**Signal wires on met2**

Bar = 10 um.
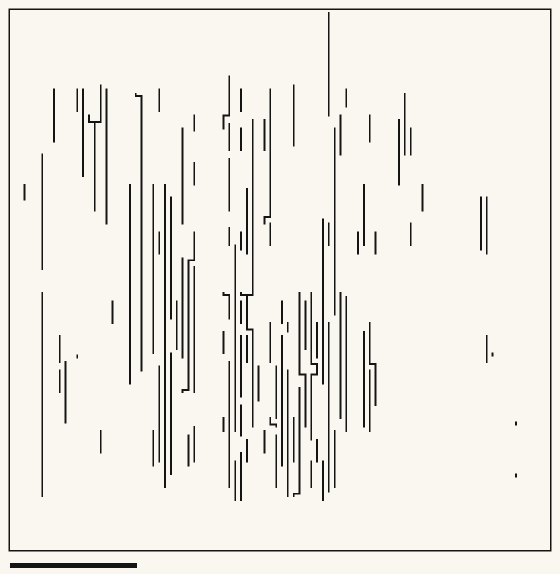
**Sequential cells coloured by netlist name**

Bar = 10 um.
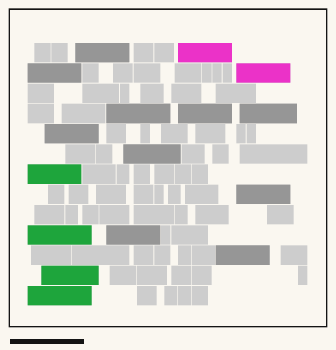
## config.mk

```make
export PLATFORM = sky130hd
export DESIGN_NAME = gate_sensor_fsm
export DESIGN_NICKNAME = d
export VERILOG_FILES = /design/src/rtl/parking_pkg.sv /design/src/rtl/sensor_debounce.sv /design/src/rtl/gate_sensor_fsm.sv
export SDC_FILE = /design/constraint.sdc
export NUM_CORES = 1
export LEC_CHECK = 0
export CORE_MARGIN = 2
export CORE_UTILIZATION = 46
export DETAILED_ROUTE_END_ITERATION = 16
export PLACE_DENSITY = 0.7
export SLEW_MARGIN = 25
export SYNTH_ARGS = -nofsm -noshare
export SYNTH_HDL_FRONTEND = slang
export SYNTH_SLANG_ARGS = --single-unit
```

## constraint.sdc

```tcl
create_clock -name clk -period 1.1 [get_ports clk]
set_input_delay 0.165 -clock clk [delete_from_list [all_inputs] [get_ports clk]]
set_output_delay 0.165 -clock clk [all_outputs]
set_load 0.02 [all_outputs]
```

## src/rtl/parking_pkg.sv

```systemverilog
// Shared types and the next-state rule for the lot gate sensor FSM.
package parking_pkg;

    typedef enum logic [3:0] {
        IDLE,
        IN_A,
        IN_AB,
        IN_B,
        OUT_B,
        OUT_BA,
        OUT_A,
        CLEAR,
        FAULT
    } gate_state_t;

    localparam logic SENSOR_BLOCKED = 1'b1;

    // Sensor-driven next state from the filtered pair; unlisted pairs hold state.
    function automatic gate_state_t gate_next(input gate_state_t state,
                                              input logic        fa,
                                              input logic        fb);
        logic [1:0] pat;
        pat = {fa == SENSOR_BLOCKED, fb == SENSOR_BLOCKED};
        gate_next = state;
        case (state)
            IDLE: begin
                if (pat == 2'b10)      gate_next = IN_A;
                else if (pat == 2'b01) gate_next = OUT_B;
                else if (pat == 2'b11) gate_next = CLEAR;
            end
            IN_A: begin
                if (pat == 2'b11)      gate_next = IN_AB;
                else if (pat == 2'b00) gate_next = IDLE;
            end
            IN_AB: begin
                if (pat == 2'b01)      gate_next = IN_B;
                else if (pat == 2'b10) gate_next = IN_A;
            end
            IN_B: begin
                if (pat == 2'b00)      gate_next = IDLE;
                else if (pat == 2'b11) gate_next = IN_AB;
            end
            OUT_B: begin
                if (pat == 2'b11)      gate_next = OUT_BA;
                else if (pat == 2'b00) gate_next = IDLE;
            end
            OUT_BA: begin
                if (pat == 2'b10)      gate_next = OUT_A;
                else if (pat == 2'b01) gate_next = OUT_B;
            end
            OUT_A: begin
                if (pat == 2'b00)      gate_next = IDLE;
                else if (pat == 2'b11) gate_next = OUT_BA;
            end
            CLEAR: begin
                if (pat == 2'b00)      gate_next = IDLE;
            end
            FAULT: begin
                if (pat == 2'b00)      gate_next = IDLE;
            end
            default: gate_next = IDLE;
        endcase
    endfunction

endpackage

```

## src/rtl/sensor_debounce.sv

```systemverilog
// Two-flop synchroniser followed by a debounce counter for one beam sensor.
// The filtered level follows the synchronised input only after DEBOUNCE_CYCLES
// consecutive samples that disagree with the current level.
module sensor_debounce #(
    parameter int DEBOUNCE_CYCLES = 4
) (
    input  logic clk,
    input  logic rst,
    input  logic raw,
    output logic level
);

    localparam int CW = (DEBOUNCE_CYCLES > 1) ? $clog2(DEBOUNCE_CYCLES) : 1;
    localparam logic [CW-1:0] CNT_LAST = CW'(DEBOUNCE_CYCLES - 1);

    logic          sync_1;
    logic          sync_2;
    logic [CW-1:0] cnt;

    // Synchronise the raw beam, then count a run of samples differing from the level.
    always_ff @(posedge clk) begin
        if (rst) begin
            sync_1 <= 1'b0;
            sync_2 <= 1'b0;
            cnt    <= '0;
            level  <= 1'b0;
        end else begin
            sync_1 <= raw;
            sync_2 <= sync_1;
            if (sync_2 == level) begin
                cnt <= '0;
            end else if (cnt == CNT_LAST) begin
                level <= sync_2;
                cnt   <= '0;
            end else begin
                cnt <= cnt + CW'(1);
            end
        end
    end

endmodule

```

## src/rtl/gate_sensor_fsm.sv

```systemverilog
// Lot gate passage tracker: debounces beams A (outer) and B (inner) and emits
// one-cycle car_in / car_out pulses for completed passages.
// Optional passage timeout and FAULT state enabled by defining GATE_TIMEOUT_EN.
//
// state  | meaning
// IDLE   | no beam blocked, waiting for a car
// IN_A   | entering, outer beam only
// IN_AB  | entering, both beams
// IN_B   | entering, inner beam only
// OUT_B  | leaving, inner beam only
// OUT_BA | leaving, both beams
// OUT_A  | leaving, outer beam only
// CLEAR  | both beams blocked from idle, direction unknown
// FAULT  | passage stalled too long (GATE_TIMEOUT_EN only)
module gate_sensor_fsm
    import parking_pkg::*;
#(
    parameter int DEBOUNCE_CYCLES = 4,
    parameter int TIMEOUT_CYCLES  = 1000
) (
    input  logic clk,
    input  logic rst,
    input  logic sensor_a,
    input  logic sensor_b,
    output logic car_in,
    output logic car_out,
    output logic busy,
    output logic error
);

    logic        fa;
    logic        fb;
    gate_state_t state;
    gate_state_t nxt;

    sensor_debounce #(.DEBOUNCE_CYCLES(DEBOUNCE_CYCLES)) u_deb_a (
        .clk   (clk),
        .rst   (rst),
        .raw   (sensor_a),
        .level (fa)
    );

    sensor_debounce #(.DEBOUNCE_CYCLES(DEBOUNCE_CYCLES)) u_deb_b (
        .clk   (clk),
        .rst   (rst),
        .raw   (sensor_b),
        .level (fb)
    );

`ifdef GATE_TIMEOUT_EN
    localparam int TW = $clog2(TIMEOUT_CYCLES + 1);
    localparam logic [TW-1:0] TIMER_MAX = TW'(TIMEOUT_CYCLES);

    logic [TW-1:0] timer;
    logic          passage;

    // Passage states are every state that is neither IDLE nor FAULT.
    always_comb passage = (state != IDLE) && (state != FAULT);

    // A sensor-driven move wins; a stalled passage at the limit falls into FAULT.
    always_comb begin
        nxt = gate_next(state, fa, fb);
        if (passage && (nxt == state) && (timer == TIMER_MAX)) begin
            nxt = FAULT;
        end
    end

    // Saturating dwell timer, cleared whenever the state changes.
    always_ff @(posedge clk) begin
        if (rst || (nxt != state)) begin
            timer <= '0;
        end else if (passage && (timer != TIMER_MAX)) begin
            timer <= timer + TW'(1);
        end
    end
`else
    // Without the timeout, passages wait indefinitely for the sensors.
    always_comb nxt = gate_next(state, fa, fb);

    assign error = 1'b0;
`endif

    // State register with registered passage pulses (and fault flag when enabled).
    always_ff @(posedge clk) begin
        if (rst) begin
            state   <= IDLE;
            car_in  <= 1'b0;
            car_out <= 1'b0;
`ifdef GATE_TIMEOUT_EN
            error   <= 1'b0;
`endif
        end else begin
            state   <= nxt;
            car_in  <= (state == IN_B)  && (nxt == IDLE);
            car_out <= (state == OUT_A) && (nxt == IDLE);
`ifdef GATE_TIMEOUT_EN
            error   <= (nxt == FAULT);
`endif
        end
    end

    assign busy = (state != IDLE);

endmodule

```

==> reports/metrics.yaml <==
outcome:
  status: "complete, but fails checks"
  violations: "negative setup slack"
final_layout:
  regMostFlops: "state"
  fill_cells: 102
  diodes: 0
  fin_util: 0.706
  areaGrowthSynthToFinish_pct: 38.4
timing:
  setup_viol: 2
  fmax_mhz: 824
  fin_crit_ns: 1.21
  setup_slack_ns: -0.114
  slew_viol_final: 0
  finalSetupTns_ns: -0.213
synthesis:
  synth_seq_share: 0.471
  synthTopCellsByCount: "dfxtp_1 (16), nor2_1 (8), buf_4 (4), nor2b_1 (4), o21ai_0 (4)"
  ys_warn_count: 0
  syn_area_um2: 681
  ys_sh_mux: 0.0441
  simple_gate_share: 0.259
  synth_top_area_share: 0.471
  synth_area_leader_cell: "dfxtp_1"
  syn_nets: 78
  ys_cells: 72
  fa_ha_area_frac: 0.0368
  yosysUniqueCellTypes: 29
  synthMostInstantiatedCell: "dfxtp_1"
  aoi_share: 0.0919
  ys_area_um2: 681
  synth.comb.largest_family: "simple AND/OR/NAND/NOR gates"
  synth-main-ff-cell: "dfxtp_1"
  xor_area_frac: 0.0257
  async_flop_share: 0
  ys_ff: 16
  topCellsByArea: "dfxtp_1 (47%), mux2i_1 (4.4%), buf_4 (4.4%)"
power:
  pg_comb_w: 0.0000388
  comb_power_share: 0.038
  switching_share: 0.202
  p_sw_w: 0.000204
  cellLeakagePower_nw: 0.344
  powerDensity_nw_per_um2: 1070
  seqPwrFrac: 0.581
  clock_power_share: 0.381
critical_path:
  slowest_stage: "dfxtp_4"
  cp.arrival_ns: 1.05
  r2r_start: "state[0]"
  cp.required_ns: 0.94
  worstSetupStartpointType: "flip-flop"
  r2r.worst_path.cells: 5
  r2r-end: "state[0]"
  end_kind: "output port"
job:
  warnings: 28
clock_network:
  htreeDepth: 1
  path_clk_slew_ns: 0.10
  post_cts_resized: 22
  cts_setup_buffers: 1
  cts_buffers: 3
  clkSinkCount: 16
  postCtsHoldBufs: 0
routing:
  routed_wl_um: 1230
  drtIter0Drc: 4
  antenna_left: 0
die:
  die_x_um: 42.5
  design.core.area_um2: 1330
  io_pins: 8
  rows: 13
placement:
  place_area_um2: 778
  dpl.hpwl_um: 785
  post-place-cells: 95
global_routing:
  grt_pass1_vias: 458
  antenna_found_initial: 0
  globalRouteOverflowTotal: 0
  grt_pass1_wl_um: 2070
  grt_usage: 0.155
  grt_max_degree: 11
About 'signal wires on met2':
share of all routed wire = 46%
longest straight run = 23.8 um
wire length on this layer = 571 um

About 'sequential cells coloured by netlist name':
green -> state  # placed flops 4, where lower left
magenta -> u_deb_a.cnt  # placed flops 2
not coloured = 10

[per-stage QoR]
step	hold slack [ns]	total power [W]
global route	0.434	0.00106
floorplan	0.293	0.000627
finish	0.431	0.00101
global placement	0.406	0.000640
CTS	0.426	0.00102
detailed placement	0.412	0.000641
[layer usage]
metal | vias up | part of all wire | track usage
li1 | 267 | - | -
met2 | 7 | 0.46 | 0.249
met5 | - | 0 | 0
met1 | 245 | 0.51 | 0.206
met4 | 0 | 0 | 0.0375
met3 | 0 | 0.024 | 0.0388
[area by class of cell]
type	instances	area, um^2	area share
timing repair buffer	14	133	0.141
tap	15	18.8	0.0199
sequential	16	335	0.356
clock buffer	4	36.3	0.0385
multi-input combinational	48	405	0.430
inverter	3	13.8	0.0146
[critical path, delay by kind of cell (launching register included)]
family	cells	cell delay (ns)
flops	1	0.37
simple gates	2	0.27
buf+inv	1	0.13
[worst min path at each step]
stage	from	end	slack, ns	depth (start not counted)
final	u_deb_a.cnt[0]	u_deb_a.cnt[0]	0.43	1
after global routing	sensor_a	u_deb_a.sync_1	0.43	2
after CTS	u_deb_b.cnt[0]	u_deb_b.cnt[0]	0.43	1
after detailed placement	u_deb_b.cnt[0]	u_deb_b.cnt[0]	0.41	1
after global placement	u_deb_b.cnt[0]	u_deb_b.cnt[0]	0.41	1
after floorplan	sensor_a	u_deb_a.sync_1	0.29	1
[placed cells by master (no fill, tap or decap), types with 3 or more instances in the layout]
cell type,n
nor2b_1,4
buf_6,4
nor2_1,6
buf_4,5
dfxtp_1,10
mux2i_1,3
clkdlybuf4s50_1,3
dfxtp_2,3
clkbuf_4,3
o21ai_0,3
dfxtp_4,3
Power and IR drop assume default switching activity.
